Fig. 1: power grid
The bar under the picture is 20 um long. Pins as bars on the die edge. Tap cells in grey.
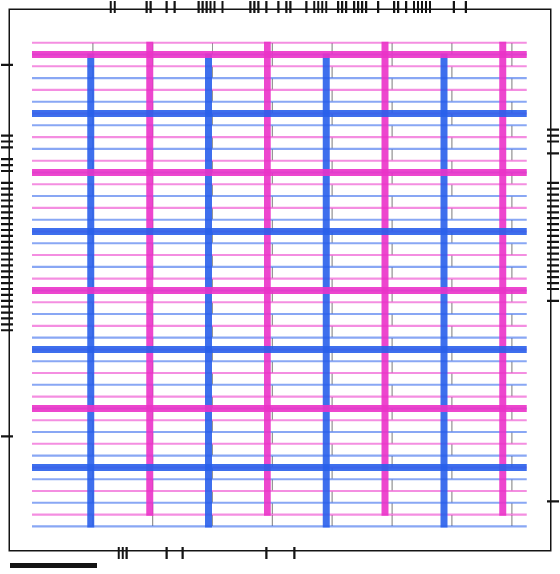
Fig. 2: nets reached from selected ports
The bar under the picture is 20 um long.
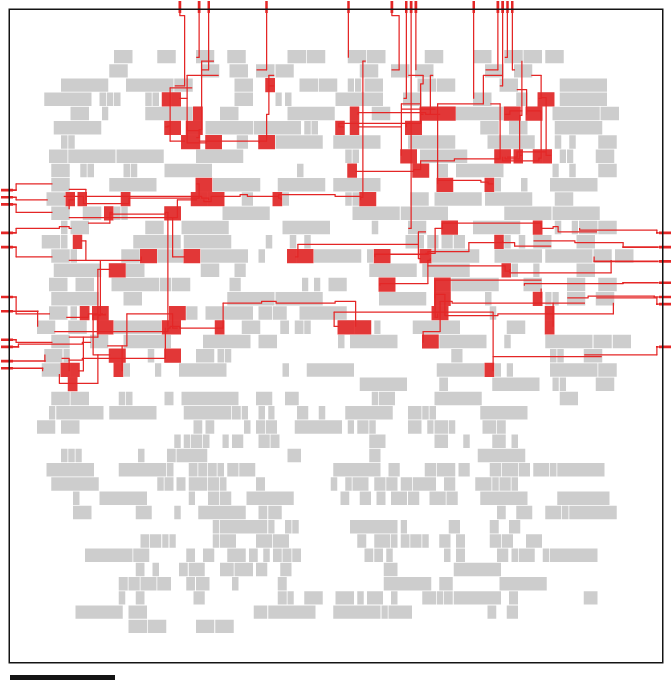
## src/rtl/sysid_reader.sv

```systemverilog
// sysid_reader: reads the system ID (word 0) and build timestamp (word 1) over Avalon-MM
// and compares both against the values this build was generated with.
`default_nettype none

module sysid_reader #(
    parameter logic [31:0] EXPECTED_ID    = 32'h0000_0000,
    parameter logic [31:0] EXPECTED_TS    = 32'd1646633220,
    parameter int unsigned TIMEOUT_CYCLES = 255
) (
    input  logic        clock,
    input  logic        reset_n,
    input  logic        start,
    output logic        avm_address,
    output logic        avm_read,
    input  logic        avm_waitrequest,
    input  logic [31:0] avm_readdata,
    input  logic        avm_readdatavalid,
    output logic        busy,
    output logic        done,
    output logic        id_ok,
    output logic        ts_ok,
    output logic        timeout,
    output logic [31:0] captured_id,
    output logic [31:0] captured_ts
);

    typedef enum logic [2:0] {
        IDLE    = 3'd0,
        ID_REQ  = 3'd1,
        ID_WAIT = 3'd2,
        TS_REQ  = 3'd3,
        TS_WAIT = 3'd4,
        FINISH  = 3'd5
    } state_t;

    localparam logic [15:0] CNT_LAST = 16'(TIMEOUT_CYCLES - 1);

    state_t      state;
    logic [15:0] cnt;
    logic        accept;
    logic        resp;
    logic        expired;

    assign accept  = avm_read && !avm_waitrequest;
    // A beat only counts while waiting, or in the very cycle the request is accepted.
    assign resp    = avm_readdatavalid &&
                     ((state == ID_WAIT) || (state == TS_WAIT) ||
                      (((state == ID_REQ) || (state == TS_REQ)) && accept));
    assign expired = (cnt == CNT_LAST);

    always_ff @(posedge clock or negedge reset_n) begin
        if (!reset_n) begin
            state       <= IDLE;
            cnt         <= 16'd0;
            avm_address <= 1'b0;
            avm_read    <= 1'b0;
            busy        <= 1'b0;
            done        <= 1'b0;
            id_ok       <= 1'b0;
            ts_ok       <= 1'b0;
            timeout     <= 1'b0;
            captured_id <= 32'd0;
            captured_ts <= 32'd0;
        end else begin
            case (state)
                IDLE: begin
                    state       <= ID_REQ;
                    busy        <= 1'b1;
                    avm_read    <= 1'b1;
                    avm_address <= 1'b0;
                    cnt         <= 16'd0;
                end
                ID_REQ, ID_WAIT: begin
                    if (resp) begin
                        captured_id <= avm_readdata;
                        state       <= TS_REQ;
                        avm_read    <= 1'b1;
                        avm_address <= 1'b1;
                        cnt         <= 16'd0;
                    end else if (expired) begin
                        state       <= FINISH;
                        timeout     <= 1'b1;
                        done        <= 1'b1;
                        busy        <= 1'b0;
                        avm_read    <= 1'b0;
                        avm_address <= 1'b0;
                        id_ok       <= 1'b0;
                        ts_ok       <= 1'b0;
                    end else begin
                        cnt <= cnt + 16'd1;
                        if (accept) begin
                            avm_read <= 1'b0;
                            state    <= ID_WAIT;
                        end
                    end
                end
                TS_REQ, TS_WAIT: begin
                    if (resp) begin
                        captured_ts <= avm_readdata;
                        state       <= FINISH;
                        done        <= 1'b1;
                        busy        <= 1'b0;
                        avm_read    <= 1'b0;
                        avm_address <= 1'b0;
                        id_ok       <= (captured_id == EXPECTED_ID);
                        ts_ok       <= (avm_readdata == EXPECTED_TS);
                    end else if (expired) begin
                        state       <= FINISH;
                        timeout     <= 1'b1;
                        done        <= 1'b1;
                        busy        <= 1'b0;
                        avm_read    <= 1'b0;
                        avm_address <= 1'b0;
                        id_ok       <= 1'b0;
                        ts_ok       <= 1'b0;
                    end else begin
                        cnt <= cnt + 16'd1;
                        if (accept) begin
                            avm_read <= 1'b0;
                            state    <= TS_WAIT;
                        end
                    end
                end
                FINISH: begin
                    if (start) begin
                        state       <= ID_REQ;
                        busy        <= 1'b1;
                        done        <= 1'b0;
                        id_ok       <= 1'b0;
                        ts_ok       <= 1'b0;
                        timeout     <= 1'b0;
                        captured_id <= 32'd0;
                        captured_ts <= 32'd0;
                        avm_read    <= 1'b1;
                        avm_address <= 1'b0;
                        cnt         <= 16'd0;
                    end
                end
                default: begin
                    state    <= IDLE;
                    busy     <= 1'b0;
                    avm_read <= 1'b0;
                end
            endcase
        end
    end

endmodule

`default_nettype wire

```

## config.mk

```make
export PLATFORM = sky130hd
export DESIGN_NAME = sysid_reader
export DESIGN_NICKNAME = d
export VERILOG_FILES = /design/src/rtl/sysid_reader.sv
export SDC_FILE = /design/constraint.sdc
export NUM_CORES = 1
export LEC_CHECK = 0
export CAP_MARGIN = 20
export CELL_PAD_IN_SITES_DETAIL_PLACEMENT = 0
export CELL_PAD_IN_SITES_GLOBAL_PLACEMENT = 2
export CORE_MARGIN = 5
export CORE_UTILIZATION = 32
export DETAILED_ROUTE_END_ITERATION = 6
export GPL_TIMING_DRIVEN = 0
export MAX_ROUTING_LAYER = met4
export PLACE_DENSITY_LB_ADDON = 0.12
export SYNTH_ARGS = -nofsm -noshare
export SYNTH_HDL_FRONTEND = slang
export SYNTH_SLANG_ARGS = --single-unit
export TNS_END_PERCENT = 100
```

## constraint.sdc

```tcl
create_clock -name clock -period 2.9 [get_ports clock]
set_input_delay 0.58 -clock clock [delete_from_list [all_inputs] [get_ports clock]]
set_output_delay 0.58 -clock clock [all_outputs]
set_load 0.005 [all_outputs]
```

==> GITHUB_STEP_SUMMARY <==
## Implementation flow summary

| Metric | Value |
|---|---|
| Clk_buf instances | `10` |
| Data required, critical path | `3.13 ns` |
| Pin count of the biggest net entering global routing | `71` |
| Commonest cells in the netlist | `dfrtp_1 (90), nand2_1 (84), nand3_1 (40)` |
| Initial Util | `33.0%` |
| # diodes | `0` |
| Gp weighted congestion | `0.836` |
| Most used logic cell in the final layout | `clkdlybuf4s50_1` |
| Reg2Reg Setup Slack | `0.61 ns` |
| HP Class | `input port to asynchronous set/reset pin` |
| Status | `complete, no violations` |
| Via count | `3836` |
| Final worst slack | `0.256 ns` |
| Adder-cell share of the synthesized area | `0.596%` |
| Setup Buffers After CTS | `0` |
| CTS clock-pin slew for the worst setup and hold paths | `0.06 ns` |
| Library cells used by synthesis | `46` |
| Placed inst area | `5510 um^2` |
| Fin crit share | `91.2%` |
| RSZ-0062 raised after global routing | `false` |
| Max Used Layer | `met4` |
| Synth Area in Compound Gates | `14.7%` |
| Core region area | `12700 um^2` |
| Yosys xor share | `1.88%` |
| Comb_multi_in | `315` |
| Critical path arrival | `2.87 ns` |
| MUX share of area | `0%` |
| H-tree level count | `3` |
| Ys flop type | `dfrtp_1` |
| Final setup skew | `0.00457 ns` |
| Post-Syn Instances | `435` |
| Worst r2r path cells | `6` |
| Die X | `125 um` |
| M1 wire length | `6420 um` |
| Critical path origin | `avm_waitrequest` |
| Root Buffer | `clkbuf_16` |
| Reg2reg end | `captured_ts[27]` |
| Final #Nets | `593` |
| Avg Cell Area, Syn | `9.64 um^2` |
| TritonCTS clock tree | `built` |
| Die Ht | `125 um` |
| Final Non-Filler Cells | `729` |
| WL final | `13300 um` |
| Gr usage total | `17.9%` |
| Leading cell kind | `flip-flops and latches` |
| Reg2reg start | `avm_read` |
| Hold slack | `0.135 ns` |
| Initial DRC Count | `321` |
| DRC Markers | `0` |
| Number of fill cells | `1323` |
| Worst Setup EP | `captured_ts[27]` |
| Vias in the first global route | `3875` |
| Flop count | `90` |
| Pins Over Slew Limit | `0` |
| IO Count | `108` |
| Tap Cells | `172` |
| Most frequent cells in the layout | `clkdlybuf4s50_1 (106), dfrtp_1 (90), nand2_1 (84)` |
| Hpwl dp | `9960 um` |
| Pwr Total | `0.00553 W` |
| Final setup TNS | `0 ns` |
| Clk Latency, worst-skew pair | `0.34 ns` |
| Cell with the most instances after synthesis | `dfrtp_1` |
| Signal inverters | `5` |
| Seq area share | `38.8%` |
| Tool Warnings | `27` |
| Pwr dens | `954 nW/um^2` |
| Row count | `41` |
## Picture notes: Fig. 1
| colour | net |
|---|---|
| blue | VSS |
| magenta | VDD |
signal pins: 108
met4 straps: 8

## Picture notes: Fig. 2
| colour | port | direction | end cells | buffers | wire |
|---|---|---|---|---|---|
| red | avm_readdata | input | 72 | 32 | 1550 um |

==> state kept, by name (all words and copies together) (netlist names), 3 cells and up <==
signal and flops:
state 3, captured_id 32, cnt 16, captured_ts 32
==> routing by layer <==
layer | GRT usage [%] | up-vias
met5 | - | -
met4 | 5.61 | 0
met3 | 4.67 | 16
met2 | 26.2 | 113
met1 | 24.2 | 1872
li1 | - | 1835
==> power by group <==
part | internal, W | switching (W) | total [W]
clock network | 0.000685 | 0.000489 | 0.00117
logic | 0.00124 | 0.00101 | 0.00225
registers | 0.00173 | 0.000386 | 0.00211
==> critical path: stages <==
cell and delay, ns:
clkdlybuf4s50_1 0.49, nand3b_1 0.28, o32ai_2 0.62, o21ai_1 0.36, clkbuf_1 0.34, nand2_1 0.14, nand2_1 0.06
Power figures rest on the tool's default switching activity, not on a simulated workload.
